===== config.mk =====
export PLATFORM = sky130hd
export DESIGN_NAME = fetch_queue
export DESIGN_NICKNAME = d
export VERILOG_FILES = /design/src/rtl/fetch_pkg.sv /design/src/rtl/fq_ctrl.sv /design/src/rtl/fetch_queue.sv
export SDC_FILE = /design/constraint.sdc
export NUM_CORES = 1
export LEC_CHECK = 0
export CAP_MARGIN = 0
export CORE_AREA = 2 2 115 117
export DETAILED_ROUTE_END_ITERATION = 10
export DIE_AREA = 0 0 117 119
export PLACE_DENSITY = 0.74
export SLEW_MARGIN = 20
export SYNTH_ARGS = -nofsm -noshare
export SYNTH_HDL_FRONTEND = slang
export SYNTH_HIERARCHICAL = 1
export SYNTH_SLANG_ARGS = --single-unit

===== constraint.sdc =====
create_clock -name clk -period 10.5 [get_ports clk]
set_input_delay 1.575 -clock clk [delete_from_list [all_inputs] [get_ports clk]]
set_output_delay 1.575 -clock clk [all_outputs]
set_load 0.02 [all_outputs]

===== src/rtl/fetch_pkg.sv =====
`default_nettype none
// ============================================================================
// Module   : fetch_pkg
// Brief    : Shared widths, defaults and entry types for the fetch queue.
// Revision : 1.0
// ============================================================================
package fetch_pkg;

    localparam int FETCH_D_S = 32;
    localparam int FQ_DEPTH  = 4;
    localparam int FQ_IDX_W  = 8;

    typedef logic [FETCH_D_S-1:0] fetch_word_t;

    typedef struct packed {
        logic [FQ_IDX_W-1:0] idx;
        fetch_word_t         pl;
    } fq_entry_t;

endpackage
`default_nettype wire


===== src/rtl/fq_ctrl.sv =====
`default_nettype none
// ============================================================================
// Module   : fq_ctrl
// Brief    : Pointers, occupancy, sequence-index counter and flush handling.
// Revision : 1.0
// ============================================================================
module fq_ctrl
    import fetch_pkg::*;
#(
    parameter  int DEPTH = FQ_DEPTH,
    localparam int AW    = $clog2(DEPTH),
    localparam int CW    = AW + 1
) (
    input  logic                clk,
    input  logic                rst_n,
    input  logic                s1_vld,
    input  logic                s2_rdy,
    input  logic                flush,
    output logic                s1_rdy,
    output logic                s2_vld,
    output logic                push,
    output logic [AW-1:0]       wptr,
    output logic [AW-1:0]       rptr,
    output logic [FQ_IDX_W-1:0] idx,
    output logic [CW-1:0]       cnt
);

    logic [AW-1:0]       r_wptr;
    logic [AW-1:0]       r_rptr;
    logic [FQ_IDX_W-1:0] r_idx;
    logic [CW-1:0]       r_cnt;
    logic                w_full;
    logic                w_push;
    logic                w_pop;

    // Ready is a function of registered count and flush only, so a pop at
    // full frees its slot for the following cycle, never the same one.
    assign w_full = (r_cnt == CW'(DEPTH));
    assign s1_rdy = ~w_full & ~flush;
    assign s2_vld = (r_cnt != '0);
    assign w_push = s1_vld & s1_rdy;
    assign w_pop  = s2_vld & s2_rdy & ~flush;

    always_ff @(posedge clk or negedge rst_n) begin
        if (!rst_n) begin
            r_wptr <= '0;
            r_rptr <= '0;
            r_idx  <= '0;
            r_cnt  <= '0;
        end else if (flush) begin
            r_wptr <= '0;
            r_rptr <= '0;
            r_idx  <= '0;
            r_cnt  <= '0;
        end else begin
            if (w_push) begin
                r_wptr <= r_wptr + AW'(1);
                r_idx  <= r_idx + FQ_IDX_W'(1);
            end
            if (w_pop) begin
                r_rptr <= r_rptr + AW'(1);
            end
            case ({w_push, w_pop})
                2'b10:   r_cnt <= r_cnt + CW'(1);
                2'b01:   r_cnt <= r_cnt - CW'(1);
                default: r_cnt <= r_cnt;
            endcase
        end
    end

    assign push = w_push;
    assign wptr = r_wptr;
    assign rptr = r_rptr;
    assign idx  = r_idx;
    assign cnt  = r_cnt;

endmodule
`default_nettype wire


===== src/rtl/fetch_queue.sv =====
`default_nettype none
// ============================================================================
// Module   : fetch_queue
// Brief    : In-order fetch word queue with sequence stamping and flush.
// Revision : 1.0
// ============================================================================
module fetch_queue
    import fetch_pkg::*;
#(
    parameter  int D_S   = FETCH_D_S,
    parameter  int DEPTH = FQ_DEPTH,
    localparam int AW    = $clog2(DEPTH),
    localparam int CW    = AW + 1
) (
    input  logic                clk,
    input  logic                rst_n,
    input  logic                s1_vld,
    input  logic [D_S-1:0]      s1_pl,
    output logic                s1_rdy,
    output logic                s2_vld,
    output logic [D_S-1:0]      s2_pl,
    output logic [FQ_IDX_W-1:0] s2_idx,
    input  logic                s2_rdy,
    input  logic                flush,
    output logic [CW-1:0]       cnt
);

    // Same layout as fq_entry_t, but the payload follows this instance's D_S.
    typedef struct packed {
        logic [FQ_IDX_W-1:0] idx;
        logic [D_S-1:0]      pl;
    } entry_t;

    entry_t              r_mem [DEPTH];
    logic                w_push;
    logic [AW-1:0]       w_wptr;
    logic [AW-1:0]       w_rptr;
    logic [FQ_IDX_W-1:0] w_idx;

    fq_ctrl #(
        .DEPTH (DEPTH)
    ) u_ctrl (
        .clk    (clk),
        .rst_n  (rst_n),
        .s1_vld (s1_vld),
        .s2_rdy (s2_rdy),
        .flush  (flush),
        .s1_rdy (s1_rdy),
        .s2_vld (s2_vld),
        .push   (w_push),
        .wptr   (w_wptr),
        .rptr   (w_rptr),
        .idx    (w_idx),
        .cnt    (cnt)
    );

    // Storage is deliberately unreset; the head is only meaningful with s2_vld.
    always_ff @(posedge clk) begin
        if (w_push) begin
            r_mem[w_wptr] <= '{idx: w_idx, pl: s1_pl};
        end
    end

    assign s2_pl  = r_mem[w_rptr].pl;
    assign s2_idx = r_mem[w_rptr].idx;

endmodule
`default_nettype wire


**Cells colored by class**

(2 px per um)
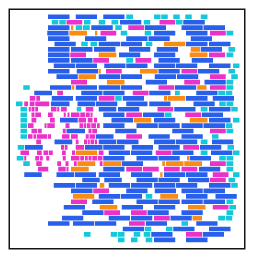
legend:
  clock drivers and dummy loads:
    color: orange
    cells: 32
    share_of_their_area: 7.4%
  all other logic:
    color: magenta
    cells: 124
    share_of_their_area: 18%
  flip-flops:
    color: blue
    cells: 175
    share_of_their_area: 64%
  other buffers and delay cells:
    color: cyan
    cells: 83
    share_of_their_area: 10%

**Sequential cells colored by netlist name**

(2 px per um)
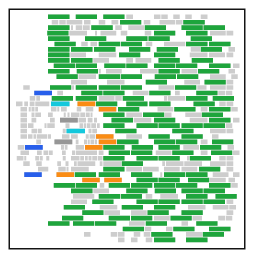
legend:
  u_ctrl/cnt:
    color: blue
    sequential_cells: 3
  u_ctrl/rptr:
    color: cyan
    sequential_cells: 2
  r_mem:
    color: green
    sequential_cells: 160
  u_ctrl/idx:
    color: orange
    sequential_cells: 8
not colored: 2

==> impl_metrics.py <==
# Synthesis and PnR figures
metrics = {
    "outcome": {
        "status": "finished, final reports clean",
    },
    "cells_and_area": {
        "largest_register_ffs": 160,
        "syn_to_final_growth_pct": 21.8,
        "clk_share_pct": 7.17,
        "final_cell_area_um2": 8320,
        "buf_share_pct": 9.92,
        "buffers": 83,
        "num-nets-final": 440,
        "biggestCellCategory": "flip-flops and latches",
        "comb_share_pct": 17.8,
        "inv_count": 3,
        "drive_above_1_share_pct": 19.8,
        "combGateArea_um2": 1490,
        "instances_no_fill": 590,
        "nFillCells": 845,
        "seq_area_um2": 5180,
        "regMostFlops": "r_mem",
        "logic_gates": 121,
        "clock_buffers": 26,
        "antennaDiodeCount": 0,
    },
    "sta": {
        "worst_pin_slew_ns": 1.09,
        "setup_tns_ns": 0,
        "max_freq_ghz": 0.207,
        "setup_viol": 0,
        "hold_violations": 0,
        "whs_ns": 0.552,
        "period_minus_slack_ns": 4.83,
        "rsz0062_at_grt": "no",
        "max-slew-margin-rel_pct": 27.0,
        "drv_slew": 0,
        "fin_skew_ns": 0.0105,
        "finalWorstSetupSlack_ns": 5.67,
        "finalClockPeriodUsage_pct": 46.0,
    },
    "power": {
        "p_int_w": 0.00128,
        "p_switching_w": 0.000349,
        "clock_power_share_pct": 38.4,
        "peakVddDrop_v": 0.000127,
        "leakage_nw": 2.68,
        "pg_clk_w": 0.000627,
        "p_seq_w": 0.000803,
        "top_power_group": "sequential cells",
        "pwr-share-comb_pct": 12.4,
        "p_per_area_nw_per_um2": 196,
        "p_comb_w": 0.000202,
        "finalPower_w": 0.00163,
        "pwr-share-seq_pct": 49.2,
        "swShare_pct": 21.4,
    },
    "critical_path": {
        "criticalPathCategory": "primary input to output pin",
        "critPathMaxFanout": 22,
        "crit_path_frequent_cell": "clkdlybuf4s50_1",
        "cp-startpoint": "flush",
        "critPathArrivalTime_ns": 3.26,
        "endpoint": "s1_rdy",
        "rrSetupSlack_ns": 7.81,
        "critPathCaptureType": "output pin",
        "slowest_delay_ns": 0.82,
        "crit_cells": 3,
        "worstRegToRegCells": 3,
        "cp_slowest_cell": "clkdlybuf4s50_1",
        "timing.rr.end": "r_mem[3][10]",
        "path_buffers": 2,
        "critical_path.top_delay_family": "buffers and inverters",
        "reg2reg_from": "u_ctrl/cnt[0]",
        "critPathLaunchType": "primary input",
        "path_cells": "clkdlybuf4s50_1 -> nor2_1 -> clkdlybuf4s50_1",
        "worstPathRequired_ns": 8.93,
    },
    "synth": {
        "ys_top_logic_family": "multiplexers",
        "ys.flops": 175,
        "synth_adder_area_share_pct": 0.476,
        "synthArstFlopShare_pct": 8.57,
        "ff_type": "edfxtp_1",
        "syn-num-nets": 356,
        "synth.area.top_cells": "edfxtp_1 70%, mux4_2 13%, dfrtp_1 5.5%",
        "ys_top_cells_by_count": "160 x edfxtp_1, 40 x mux4_2, 15 x dfrtp_1",
        "postSynthSeqShare_pct": 75.8,
        "top_cell": "edfxtp_1",
        "ys_sh_simple_pct": 4.08,
        "yosys_warnings": 6,
        "synth.avg_cell_area_um2": 21.6,
        "yosys_area_um2": 6830,
        "top_cell_area_share_pct": 70.3,
        "ys_sh_xor_pct": 0.513,
        "compound_area_share_pct": 2.66,
        "synth-edff-count": 160,
        "synth_cell_types": 43,
        "netlist_area_um2": 6830,
        "syn_inst": 317,
        "largest_area_cell": "edfxtp_1",
        "ys_sh_mux_pct": 13.8,
        "yosys-stat-cells": 317,
    },
    "min_path": {
        "hold_path_end": "r_mem[3][39]",
        "min_from": "u_ctrl/idx[7]",
        "min_path_cells": 0,
        "worstHoldPathType": "flip-flop to flip-flop",
    },
    "grt": {
        "grt_start_max_net_pins": 42,
        "grt_first_pass_wirelength_um": 18300,
        "gr-usage-all-layers_pct": 18.1,
        "overflow": 0,
        "first_global_vias": 3454,
        "antenna_found_initial": 0,
    },
    "placed_design": {
        "post_dp_cell_area_um2": 7720,
        "hpwlAfterDp_um": 6540,
        "place_inst": 558,
        "io_buffers": 81,
        "routabilityCongestion": 0.739,
        "dpl_worst_slack_ns": 5.67,
    },
    "cts": {
        "cts_tree": "yes",
        "cts_buffer_depth": 2,
        "path_clk_slew_ns": 0.06,
        "cts_hold_buf": 0,
        "post-cts-setup-buffers": 0,
        "cts-resized-gates": 0,
        "clock-sinks": 175,
        "htreeDepth": 4,
        "cts_buffers": 17,
        "insertion_delay_ns": 0.41,
        "root_buffer": "clkbuf_16",
    },
    "floorplanning": {
        "die_area_um2": 13900,
        "ioPinCount": 82,
        "initial_core_util_pct": 53.1,
        "chipHeight_um": 119,
        "core_um2": 12900,
        "taps": 176,
        "die_width_um": 117,
    },
    "route": {
        "wire_per_inst_um": 19.9,
        "vias_per_cell": 5.64,
        "antenna_left": 0,
        "drt_first_iter_violations": 306,
        "drtPass1Iterations": 4,
        "drc": 0,
        "vias": 3328,
        "totalWireLength_um": 11700,
    },
    "run": {
        "cap_viol_max_count": 0,
        "tool_warnings": 26,
    },
}
**Placed standard cells**

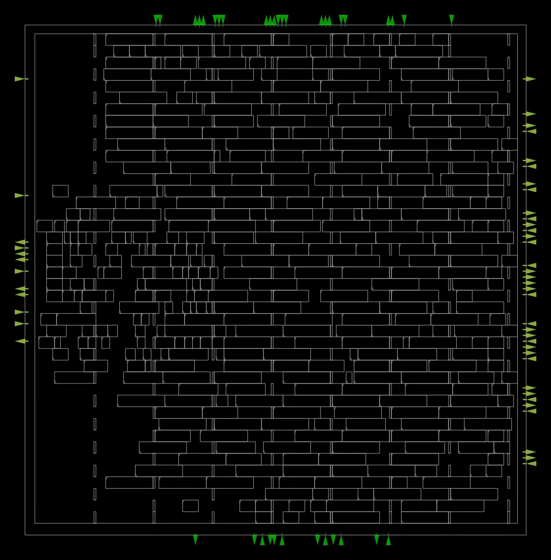
# rows: 42
Seq/total area: 62.3%
Flops: 175
Util after Layout: 64.6%

## cells in the final DEF (no fill, tap or decap), drive strengths merged, types with 4 or more instances in the layout
master	synthesis	layout
edfxtp	160	160
clkdlybuf4s50	0	81
mux4	40	40
clkbuf	1	26
dfrtp	15	15
a21oi	9	9
nor2	8	8
nand3	8	8
o31ai	4	4
or3	4	4
nor2b	4	4
mux2	4	4
o21ai	4	4
## worst reg2reg max path, cell delays in order (launching register included)
cell and delay (ns):
dfrtp_1 0.67, nor3b_2 0.25, nor3_1 0.36, and3_2 0.98
## metal layers
metal,GRT usage [%],routed length (um),share of wire [%],vias to the layer above
li1,-,-,-,1488
met1,24.4,5060,43,1727
met2,28.8,5980,51,102
met3,4.27,608,5.2,11
met4,6.91,102,0.87,0
met5,0,0,0,-
Power is estimated from default activity; no workload was simulated.
